**Run 1: M1 wires**

The bar under the picture is 100 microns long. Supply wires on this layer in grey.
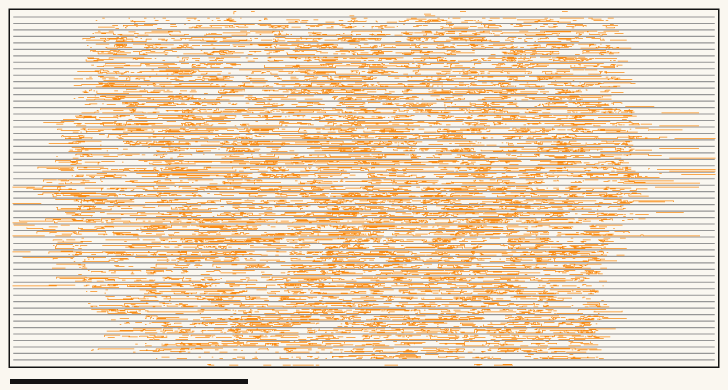
**Run 1: metal 2**

The bar under the picture is 100 microns long.
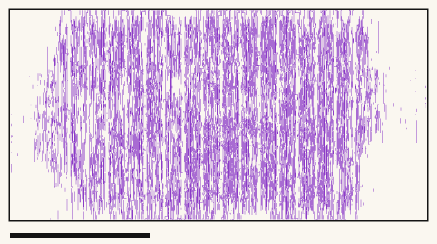
**Run 1: the metal 3 layer**

Cells faint in the background.
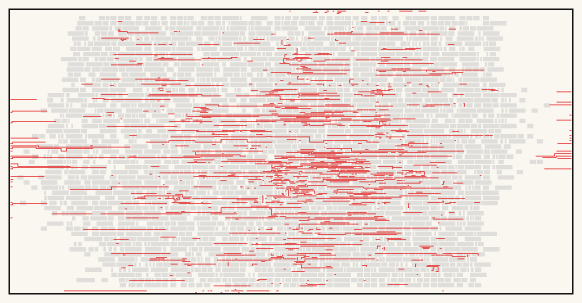
**Run 1: the metal 4 layer**

The bar under the picture is 100 microns long. Supply wires on this layer in grey.
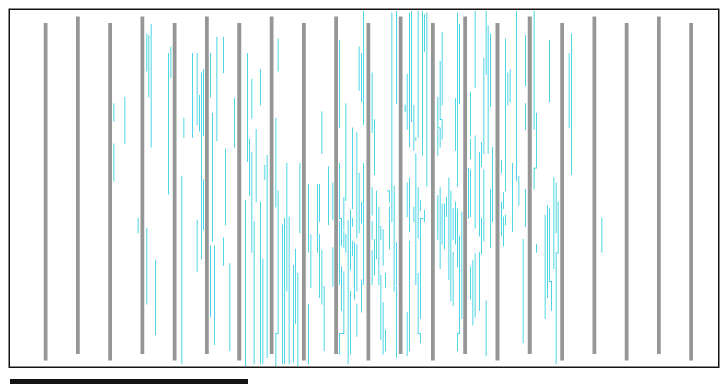
**src/rtl/softmax_row_packer_pkg.sv**
```systemverilog
// Shared constants, FSM state type and lane helpers for the softmax row packer
// and the blocks that consume its packed 256-bit words.
package softmax_row_packer_pkg;

  localparam int LANES  = 32;
  localparam int DW     = 8;
  localparam int WORD_W = LANES * DW;
  localparam int LEN_W  = 6;

  localparam logic [DW-1:0] PAD = 8'h80;

  typedef enum logic {
    ST_FILL,
    ST_WAIT
  } state_t;

  function automatic logic [DW-1:0] lane_of(input logic [WORD_W-1:0] word,
                                            input logic [4:0] idx);
    return word[{idx, 3'b000} +: DW];
  endfunction

  // Out-of-range lengths (0 or above LANES) mean a full row.
  function automatic logic [LEN_W-1:0] norm_len(input logic [LEN_W-1:0] len);
    if (len == '0 || len > LEN_W'(LANES)) begin
      return LEN_W'(LANES);
    end
    return len;
  endfunction

endpackage

```
**src/rtl/softmax_row_packer_row_out.sv**
```systemverilog
// Output holding register: keeps a packed row stable until the consumer takes it
// and counts every row handed into it.
module softmax_row_packer_row_out
  import softmax_row_packer_pkg::*;
(
  input  logic              clk,
  input  logic              rst,
  input  logic              load,
  input  logic [WORD_W-1:0] load_data,
  input  logic [LEN_W-1:0]  load_len,
  input  logic              out_ready,
  output logic              slot_free,
  output logic              out_valid,
  output logic [WORD_W-1:0] out_data,
  output logic [LEN_W-1:0]  out_len,
  output logic [15:0]       row_count
);

  assign slot_free = !out_valid || out_ready;

  // A new row may replace the current one in the same cycle it is accepted.
  always_ff @(posedge clk or negedge rst) begin
    if (!rst) begin
      out_valid <= 1'b0;
      out_data  <= '0;
      out_len   <= '0;
      row_count <= '0;
    end else if (load) begin
      out_valid <= 1'b1;
      out_data  <= load_data;
      out_len   <= load_len;
      row_count <= row_count + 16'd1;
    end else if (out_valid && out_ready) begin
      out_valid <= 1'b0;
    end
  end

endmodule

```
**src/rtl/softmax_row_packer.sv**
```systemverilog
// Packs a row of up to 32 signed int8 scores into a 256-bit word for softmax;
// a fill buffer lets the next row start while the previous word waits.
module softmax_row_packer
  import softmax_row_packer_pkg::*;
(
  input  logic              clk,
  input  logic              rst,
  input  logic [LEN_W-1:0]  seq_len,
  input  logic              in_valid,
  output logic              in_ready,
  input  logic [DW-1:0]     in_score,
  input  logic              in_last,
  output logic              out_valid,
  input  logic              out_ready,
  output logic [WORD_W-1:0] out_data,
  output logic [LEN_W-1:0]  out_len,
  output logic [15:0]       row_count
);

  state_t                   state_q, state_d;
  logic [LANES-1:0][DW-1:0] fill_buf, with_byte;
  logic [LEN_W-1:0]         cnt_q, cnt_inc, len_q, eff_len, load_len;
  logic [WORD_W-1:0]        load_data;
  logic                     xfer, close, handoff, load, slot_free;

  // Datapath decode: current byte, row-close detection and what to hand off.
  always_comb begin
    in_ready  = rst && (state_q == ST_FILL);
    xfer      = in_valid && in_ready;
    eff_len   = (cnt_q == '0) ? norm_len(seq_len) : len_q;
    cnt_inc   = cnt_q + LEN_W'(1);
    close     = xfer && ((cnt_inc == eff_len) || in_last);
    with_byte = fill_buf;
    if (xfer) begin
      with_byte[cnt_q[4:0]] = in_score;
    end
    handoff   = (state_q == ST_WAIT) && out_valid && out_ready;
    load      = (close && slot_free) || handoff;
    load_data = (state_q == ST_WAIT) ? WORD_W'(fill_buf) : WORD_W'(with_byte);
    load_len  = (state_q == ST_WAIT) ? cnt_q : cnt_inc;
  end

  always_comb begin
    state_d = state_q;
    case (state_q)
      ST_FILL: if (close && !slot_free) state_d = ST_WAIT;
      ST_WAIT: if (handoff) state_d = ST_FILL;
      default: state_d = ST_FILL;
    endcase
  end

  // While parked in WAIT, cnt_q holds the closed row's length for out_len.
  always_ff @(posedge clk or negedge rst) begin
    if (!rst) begin
      state_q  <= ST_FILL;
      cnt_q    <= '0;
      len_q    <= '0;
      fill_buf <= {LANES{PAD}};
    end else begin
      state_q <= state_d;
      if (xfer && cnt_q == '0) begin
        len_q <= norm_len(seq_len);
      end
      if (load) begin
        fill_buf <= {LANES{PAD}};
        cnt_q    <= '0;
      end else if (xfer) begin
        fill_buf <= with_byte;
        cnt_q    <= cnt_inc;
      end
    end
  end

  softmax_row_packer_row_out u_row_out (
    .clk       (clk),
    .rst       (rst),
    .load      (load),
    .load_data (load_data),
    .load_len  (load_len),
    .out_ready (out_ready),
    .slot_free (slot_free),
    .out_valid (out_valid),
    .out_data  (out_data),
    .out_len   (out_len),
    .row_count (row_count)
  );

endmodule
```
**config.mk**
```make
export PLATFORM = sky130hd
export DESIGN_NAME = softmax_row_packer
export DESIGN_NICKNAME = d
export VERILOG_FILES = /design/src/rtl/softmax_row_packer_pkg.sv /design/src/rtl/softmax_row_packer_row_out.sv /design/src/rtl/softmax_row_packer.sv
export SDC_FILE = /design/constraint.sdc
export NUM_CORES = 1
export LEC_CHECK = 0
export CAP_MARGIN = 15
export CORE_ASPECT_RATIO = 0.5
export CORE_UTILIZATION = 49
export DETAILED_ROUTE_END_ITERATION = 12
export GPL_TIMING_DRIVEN = 0
export PLACE_DENSITY = 0.82
export SETUP_SLACK_MARGIN = 0.3
export SLEW_MARGIN = 20
export SYNTH_ARGS = -nofsm -noshare
export SYNTH_HDL_FRONTEND = slang
export SYNTH_SLANG_ARGS = --single-unit
```
**constraint.sdc**
```tcl
create_clock -name clk -period 2.7 [get_ports clk]
set_clock_uncertainty 0.05 [all_clocks]
set_input_delay 0.675 -clock clk [delete_from_list [all_inputs] [get_ports clk]]
set_output_delay 0.675 -clock clk [all_outputs]
set_load 0.005 [all_outputs]
```
==> impl_metrics.ini, run 1 <==
; implementation run metrics
[power_and_ir_drop]
clock_power_share_pct = 22.4
p_sw_share_pct = 33.7
comb_power_share_pct = 40.2
power_density_nw_per_um2 = 1070
power_frac_seq_pct = 37.4
internal_power_mw = 21.8
p_leak_nw = 13.8
switchingPower_mw = 11.1
pg_comb_mw = 13.2
power.total_mw = 32.9
p_seq_mw = 12.3

[setup_path]
endpoint_kind = flop
crit_arrival_ns = 3.55
path_buffers = 5
slowest_delay_ns = 0.48
cpMostUsedCell = buf_6
required_ns = 3.14
path_cells = nor3_4 > and3b_2 > buf_8 > mux2i_2 > xnor2_2 > nor3_2 > a41o_1 > buf_6 > buf_6 > buf_12 > clkbuf_16 > nor2_1 > a21oi_1
critical_path.startpoint_type = flop
crit_type = flop to flop
cp_slowest_cell = dfrtp_2
crit_family = buffers and inverters

[final_timing]
hold_slack_ns = 0.0235
worst-slew-pin-transition_ns = 1.03
setup_viol = 537
period_needed_ns = 3.11
rsz0062_at_grt = true
slew_viol_final = 0
setup_tns_ns = -162.17
min_period_over_period_pct = 115
final-hold-violation-count = 0
fmax_ghz = 0.322
relSlewSlack_pct = 31.5
postLayoutSetupSlackWorst_ns = -0.409

[cells_and_area]
seq_cell_count = 548
final_common_cell = dfrtp_1
finish.net_count = 2338
dominant_cells = flip-flops and latches
comb_area_share_pct = 27.2
regArea_sq_um = 13800
area_growth_pct = 43.6
antenna_cells = 2
buffer_area_share_pct = 20.3
final_core_util_pct = 72.3
final_cell_mix = 513 x dfrtp_1, 335 x nor2_1, 293 x clkdlybuf4s50_1
n_all_buffers = 506
comb_area_sq_um = 8380
seq_area_share_pct = 44.7
fillers = 2314
inv_count = 3
final_area_sq_um = 30800
drive_above_1_share_pct = 24.6
comb_cells = 1209
clkCellAreaFrac_pct = 5.31

[clock_tree]
clkSinkCount = 548
root_buffer = clkbuf_16
cts_hold_buf = 1
post_cts_buffers = 29
worstSkewPairLatency_ns = 0.58
clkTransAtPathRegs_ns = 0.07
cts_resized = 258
cts_buffers = 46
cts_buffer_depth = 3
cts-htree-levels = 2

[place]
portBuffers = 298
gp_congestion = 0.860
dp_hpwl_microns = 40000
pre_cts_slack_ns = -1.48
place_area_sq_um = 25400
placedCellCount = 2764

[die]
ios = 299
tap-cell-count = 577
die-area_sq_um = 44600
fp.dieH_microns = 150
initCoreUtil_pct = 50.4
core_area_sq_um = 42500

[global_routing]
grt_max_degree = 98
grt.met2_usage_pct = 49.4
grt_util_met1_pct = 35.3
grt.overflow.total = 0
gr-usage-all-layers_pct = 28.7
antenna_found_initial = 2
grt_pass1_vias = 16800

[logic_synthesis]
yosysWarnings = 0
syn_inst = 1883
synth_stat.cells = 1883
synth-edff-count = 0
synthXorXnorAreaFrac_pct = 1.39
yosysSeqAreaShare_pct = 64.2
syn_avg_cell_area_sq_um = 11.4
ys_sh_mux_pct = 12.6
yosysTopAreaCell = dfrtp_1
synth_cell_types = 37
yosys_area_sq_um = 21400
top_area_share_pct = 60.3
synth-simple-area-share_pct = 11.6
syn_area_sq_um = 21400
adder_share_pct = 0.292
ys_top_logic_family = multiplexers
topCellsByArea = dfrtp_1 60%, mux2i_1 12%, nor2_1 9.0%
ys.flops = 548
synthAoiAreaFrac_pct = 6.47

[routing]
wl_met1_microns = 26400
top_layer = met4
vias_per_cell = 6.00
wl_met2_microns = 36700
wl_met3_microns = 6790
drc = 0
antenna_left = 0
wl_per_cell_microns = 25.9
drtPass1Iterations = 6

[job]
warnings = 32
max_cap_viol_count = 0

[run_status]
status = finished with violations
violations = negative setup slack

[hold_path]
hold_class = input pin to asynchronous set/reset pin
## Picture notes: 'M1 wires'
The layer holds 35% of the routed length. The wires run mostly horizontal.

## Picture notes: 'metal 2'
The layer carries 36.7 mm of wire. The longest straight run is 60.1 microns.

## Picture notes: 'the metal 3 layer'
The layer holds 9.0% of the routed length. The layer carries 6790 microns of wire. The wires run mostly horizontal. The longest straight run is 76.4 microns. 409 nets have wire on it.
via count: 17600
met3 global-route usage: 5.17%
final WL: 75700 microns

## Picture notes: 'the metal 4 layer'
The wires run mostly vertical. The layer carries 5880 microns of wire. The longest straight run is 87.7 microns. The layer holds 7.8% of the routed length.

==> run 1: registers in the layout, summed over array words and instances (netlist names) <==
name / flops
u_row_out.row_count: 16
len_q: 6
cnt_q: 6
fill_buf: 256
u_row_out.out_data: 256
u_row_out.out_len: 6
state_q: 1
u_row_out.out_valid: 1
==> run 1: worst paths after layout <==
path / startpoint / end / slack [ns] / depth (start not counted)
min in group clk: u_row_out.out_len[1] / u_row_out.out_len[1] / 0.43 / 2
worst max register to register: cnt_q[2] / u_row_out.out_data[91] / -0.41 / 13
max in group asynchronous: rst / fill_buf[71] / 1.53 / 4
worst min register to register: u_row_out.out_len[1] / u_row_out.out_len[1] / 0.43 / 2
worst min-delay path: rst / fill_buf[253] / 0.02 / 1
worst max-delay path: cnt_q[2] / u_row_out.out_data[91] / -0.41 / 13
==> run 2: changes to the inputs <==
--- a/config.mk
+++ b/config.mk
@@ -8,6 +8,7 @@
 export CAP_MARGIN = 15
 export CORE_ASPECT_RATIO = 0.5
 export CORE_UTILIZATION = 49
+export CTS_CLUSTER_SIZE = 25
 export DETAILED_ROUTE_END_ITERATION = 12
 export GPL_TIMING_DRIVEN = 0
 export PLACE_DENSITY = 0.82
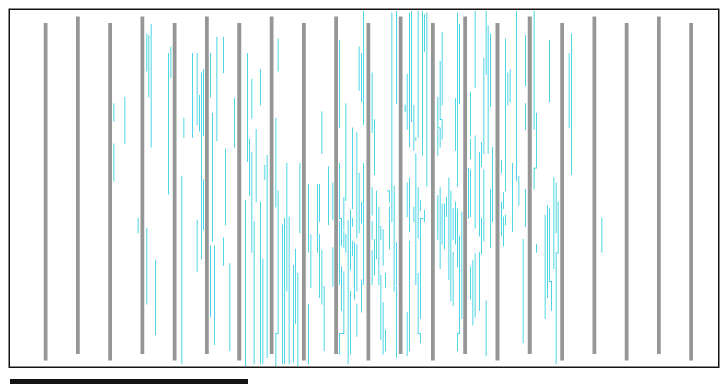
**Above:** run 2 (the metal 4 layer).
The bar under the picture is 100 microns long. Supply wires on this layer in grey.

==> impl_metrics.ini, run 2 <==
; implementation run metrics
[final_timing]
final-hold-violation-count = 0
postLayoutSetupSlackWorst_ns = -0.409
period_needed_ns = 3.11
slew_viol_final = 0
fmax_ghz = 0.322
relSlewSlack_pct = 31.5
hold_slack_ns = 0.0235
rsz0062_at_grt = true
setup_tns_ns = -162.17
worst-slew-pin-transition_ns = 1.03
min_period_over_period_pct = 115
setup_viol = 537

[logic_synthesis]
syn_inst = 1883
synthXorXnorAreaFrac_pct = 1.39
yosysSeqAreaShare_pct = 64.2
synth-simple-area-share_pct = 11.6
synth_stat.cells = 1883
yosysWarnings = 0
synth-edff-count = 0
topCellsByArea = dfrtp_1 60%, mux2i_1 12%, nor2_1 9.0%
synth.most_common_cell = dfrtp_1
syn_nets = 1907
syn_area_sq_um = 21400
async_flop_share_pct = 100
synthAoiAreaFrac_pct = 6.47
top_area_share_pct = 60.3
yosys_area_sq_um = 21400
syn_avg_cell_area_sq_um = 11.4
ys_top_logic_family = multiplexers
flop_cell = dfrtp_1
yosysTopAreaCell = dfrtp_1
synth_cell_types = 37
yosys-top-cells-count = 516 x dfrtp_1, 511 x nor2_1, 263 x mux2i_1
adder_share_pct = 0.292
ys_sh_mux_pct = 12.6
ys.flops = 548

[power_and_ir_drop]
p_seq_mw = 12.3
p_leak_nw = 13.8
comb_power_share_pct = 40.2
power-top-group = combinational logic
power_frac_seq_pct = 37.4
pg_clk_mw = 7.35
peakVddDrop_v = 0.000540
clock_power_share_pct = 22.4
power_density_nw_per_um2 = 1070
pg_comb_mw = 13.2
p_sw_share_pct = 33.7
power.total_mw = 32.9
internal_power_mw = 21.8
switchingPower_mw = 11.1

[place]
placedCellCount = 2764
place_area_sq_um = 25400
dp_hpwl_microns = 40000
gp_congestion = 0.860
portBuffers = 298
pre_cts_slack_ns = -1.48

[setup_path]
crit_arrival_ns = 3.55
crit_type = flop to flop
cp_slowest_cell = dfrtp_2
reg2reg_depth = 13
crit_fanout = 8
critical_path.startpoint_type = flop
crit_start = cnt_q[2]
r2r_slack_ns = -0.41
required_ns = 3.14
slowest_delay_ns = 0.48
endpoint_kind = flop
path_cells = nor3_4 > and3b_2 > buf_8 > mux2i_2 > xnor2_2 > nor3_2 > a41o_1 > buf_6 > buf_6 > buf_12 > clkbuf_16 > nor2_1 > a21oi_1
worstReg2RegStart = cnt_q[2]
crit_family = buffers and inverters
r2r_end = u_row_out.out_data[91]
cpMostUsedCell = buf_6
path_buffers = 5

[global_routing]
grt.met2_usage_pct = 49.4
antenna_found_initial = 2
busiest_layer = met2
grt.overflow.total = 0
grt_util_met1_pct = 35.3
grt_pass1_vias = 16800
grtUsageMet3_pct = 5.17
grt_first_pass_wirelength_microns = 97700
gr-usage-all-layers_pct = 28.7
grt_max_degree = 98

[routing]
drc = 0
wl_met3_microns = 6790
first_iter_violations = 1922
drtPass1Iterations = 6
vias = 17600
vias_per_cell = 6.00
top_layer = met4
wl_met2_microns = 36700
wl_met1_microns = 26400
detail_route.wirelength_microns = 75700
wl_per_cell_microns = 25.9
antenna_left = 0

[cells_and_area]
final_core_util_pct = 72.3
finish.net_count = 2338
final_area_sq_um = 30800
drive_above_1_share_pct = 24.6
final_cell_mix = 513 x dfrtp_1, 335 x nor2_1, 293 x clkdlybuf4s50_1
reg_top3 = fill_buf: 256 flops, u_row_out.out_data: 256 flops, u_row_out.row_count: 16 flops
final_cells = 2928
final_common_cell = dfrtp_1
fillers = 2314
area_growth_pct = 43.6

[die]
core_area_sq_um = 42500
die_w_microns = 298
fp.dieH_microns = 150
initCoreUtil_pct = 50.4
rows = 53
ios = 299
die-area_sq_um = 44600

[clock_tree]
cts_resized = 258
worstSkewPairLatency_ns = 0.58
clkTransAtPathRegs_ns = 0.07
cts_buffer_depth = 3
clkSinkCount = 548
cts_tree = yes
post_cts_buffers = 29
root_buffer = clkbuf_16
cts_hold_buf = 1
cts_buffers = 46
cts-htree-levels = 2

[hold_path]
hold_class = input pin to asynchronous set/reset pin

[job]
warnings = 32
max_cap_viol_count = 0

[run_status]
violations = negative setup slack
status = finished with violations
[run 2: worst max path at each step]
stage	end	depth (start not counted)
after CTS	u_row_out.out_data[164]	14
after detailed placement	u_row_out.out_data[111]	9
final	u_row_out.out_data[91]	13
after floorplan	fill_buf[128]	11
after global placement	u_row_out.out_data[35]	1
after global routing	u_row_out.out_data[78]	13
[run 2: final cells by class]
cell class / instances / area [sq um] / share of cell area, %
sequential: 548 / 13800 / 44.7
clock inverter: 19 / 284 / 0.924
timing repair buffer: 383 / 4750 / 15.5
inverter: 3 / 16.3 / 0.0529
buffer: 123 / 1480 / 4.83
clock buffer: 64 / 1350 / 4.39
multi-input combinational: 1209 / 8380 / 27.2
antenna: 2 / 5.00 / 0.0163
tap: 577 / 722 / 2.35
**Run 2: routing congestion map**

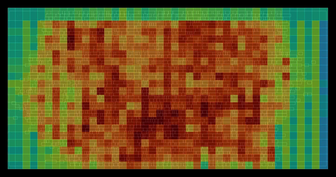

==> run 3: changes to the inputs <==
--- a/config.mk
+++ b/config.mk
@@ -8,9 +8,9 @@
 export CAP_MARGIN = 15
 export CORE_ASPECT_RATIO = 0.5
 export CORE_UTILIZATION = 49
+export CTS_CLUSTER_DIAMETER = 30
 export CTS_CLUSTER_SIZE = 25
 export DETAILED_ROUTE_END_ITERATION = 12
-export GPL_TIMING_DRIVEN = 0
 export PLACE_DENSITY = 0.82
 export SETUP_SLACK_MARGIN = 0.3
 export SLEW_MARGIN = 20
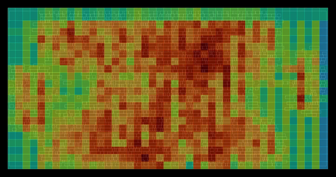
**Above:** run 3 (routing congestion map).
met3 global-route usage: 3.93%
grt met1 use: 31.9%
GRT Util Overall: 26.7%

==> impl_metrics.ini, run 3 <==
; implementation run metrics
[run_status]
status = finished with violations
violations = negative setup slack

[power_and_ir_drop]
power-top-group = sequential cells
internal_power_mw = 21.9
power.total_mw = 32.1
pg_comb_mw = 10.9
p_sw_share_pct = 31.8
p_leak_nw = 13.7
pg_clk_mw = 9.00
power_frac_seq_pct = 38.0
power_density_nw_per_um2 = 1100
comb_power_share_pct = 34.0
p_seq_mw = 12.2
peakVddDrop_v = 0.000611

[logic_synthesis]
syn_area_sq_um = 21400
topCellsByArea = dfrtp_1 60%, mux2i_1 12%, nor2_1 9.0%
yosysTopAreaCell = dfrtp_1
syn_inst = 1883
yosysSeqAreaShare_pct = 64.2
top_area_share_pct = 60.3
flop_cell = dfrtp_1
yosysWarnings = 0
ys.flops = 548
yosys-top-cells-count = 516 x dfrtp_1, 511 x nor2_1, 263 x mux2i_1
syn_nets = 1907
async_flop_share_pct = 100
yosys_area_sq_um = 21400
synth_cell_types = 37
synth.most_common_cell = dfrtp_1
synth-edff-count = 0

[clock_tree]
clkTransAtPathRegs_ns = 0.07
root_buffer = clkbuf_16
cts_hold_buf = 0
clkSinkCount = 548
cts_buffers = 60
cts-htree-levels = 2
cts_tree = yes

[setup_path]
r2r_end = u_row_out.out_data[112]
slowest_delay_ns = 0.42
worstReg2RegStart = cnt_q[4]
cp_slowest_cell = dfrtp_2
crit_arrival_ns = 3.28
crit_family = simple AND/OR/NAND/NOR gates
critical_path.startpoint_type = flop
r2r_slack_ns = -0.13
required_ns = 3.16
endpoint_kind = flop
path_cells = buf_4 > nand3_2 > or3_4 > xnor2_4 > xnor2_1 > nor3_2 > a41o_4 > buf_12 > buf_16 > buf_12 > nor2_1 > a21oi_1
endpoint = u_row_out.out_data[112]
cpMostUsedCell = buf_12

[cells_and_area]
comb_area_sq_um = 7220
final_cell_mix = 515 x dfrtp_1, 492 x nor2_1, 285 x clkdlybuf4s50_1
final_core_util_pct = 68.4
n_all_buffers = 452
comb_cells = 1209
reg_top3 = fill_buf: 256 flops, u_row_out.out_data: 256 flops, u_row_out.row_count: 16 flops
finish.net_count = 2298
n_clock_buffer = 64
comb_area_share_pct = 24.8
clkCellAreaFrac_pct = 7.53
final_area_sq_um = 29100
fillers = 2743
area_growth_pct = 35.9
dominant_cells = flip-flops and latches
buffer_area_share_pct = 17.8
inv_count = 3
drive_above_1_share_pct = 16.2

[global_routing]
grt_max_degree = 190
antenna_found_initial = 1
grt_first_pass_wirelength_microns = 92300
grt.met2_usage_pct = 48.4
grt_pass1_vias = 16400
grt.overflow.total = 0

[hold_path]
hold_class = input pin to asynchronous set/reset pin

[die]
core_area_sq_um = 42500
rows = 53
tap-cell-count = 577
initCoreUtil_pct = 50.4
fp.dieH_microns = 150
die-area_sq_um = 44600
die_w_microns = 298

[place]
gp_congestion = 0.875
portBuffers = 298
dp_hpwl_microns = 35400

[routing]
top_layer = met4
wl_met1_microns = 23400
antenna_left = 0
wl_per_cell_microns = 21.6
drc = 0
detail_route.wirelength_microns = 62600
wl_met2_microns = 32800
vias = 16200
vias_per_cell = 5.59

[final_timing]
slew_viol_final = 0
relSlewSlack_pct = 32.8
setup_tns_ns = -17.61
postLayoutSetupSlackWorst_ns = -0.127
period_needed_ns = 2.83
worst-slew-pin-transition_ns = 1.01
setup_viol = 332
fmax_ghz = 0.354

[job]
warnings = 38
[run 3: cells by family after synthesis]
kind of cell / synth area share, %
DFF: 64.2
muxes: 12.6
buffers and inverters: 3.39
and+or+nand+nor: 11.6
AOI/OAI and AO/OA: 6.47
adders and majority gates: 0.292
xor gates and xnor gates: 1.39
[run 3: repair_timing]
item | CTS | global route
pin swaps | 6 | 5
cloned | 16 | 5
hold endpoints to repair | 0 | 0
gates resized | 55 | 61
setup endpoints to repair | 541 | 542
buffers inserted | 13 | 6
[run 3: worst reg2reg max path, stage by stage, from the launching register on]
cell,delay [ns]
dfrtp_2,0.42
buf_4,0.15
nand3_2,0.13
or3_4,0.39
xnor2_4,0.15
xnor2_1,0.15
nor3_2,0.26
a41o_4,0.28
buf_12,0.14
buf_16,0.19
buf_12,0.17
nor2_1,0.07
a21oi_1,0.19
Power and IR drop assume default switching activity.
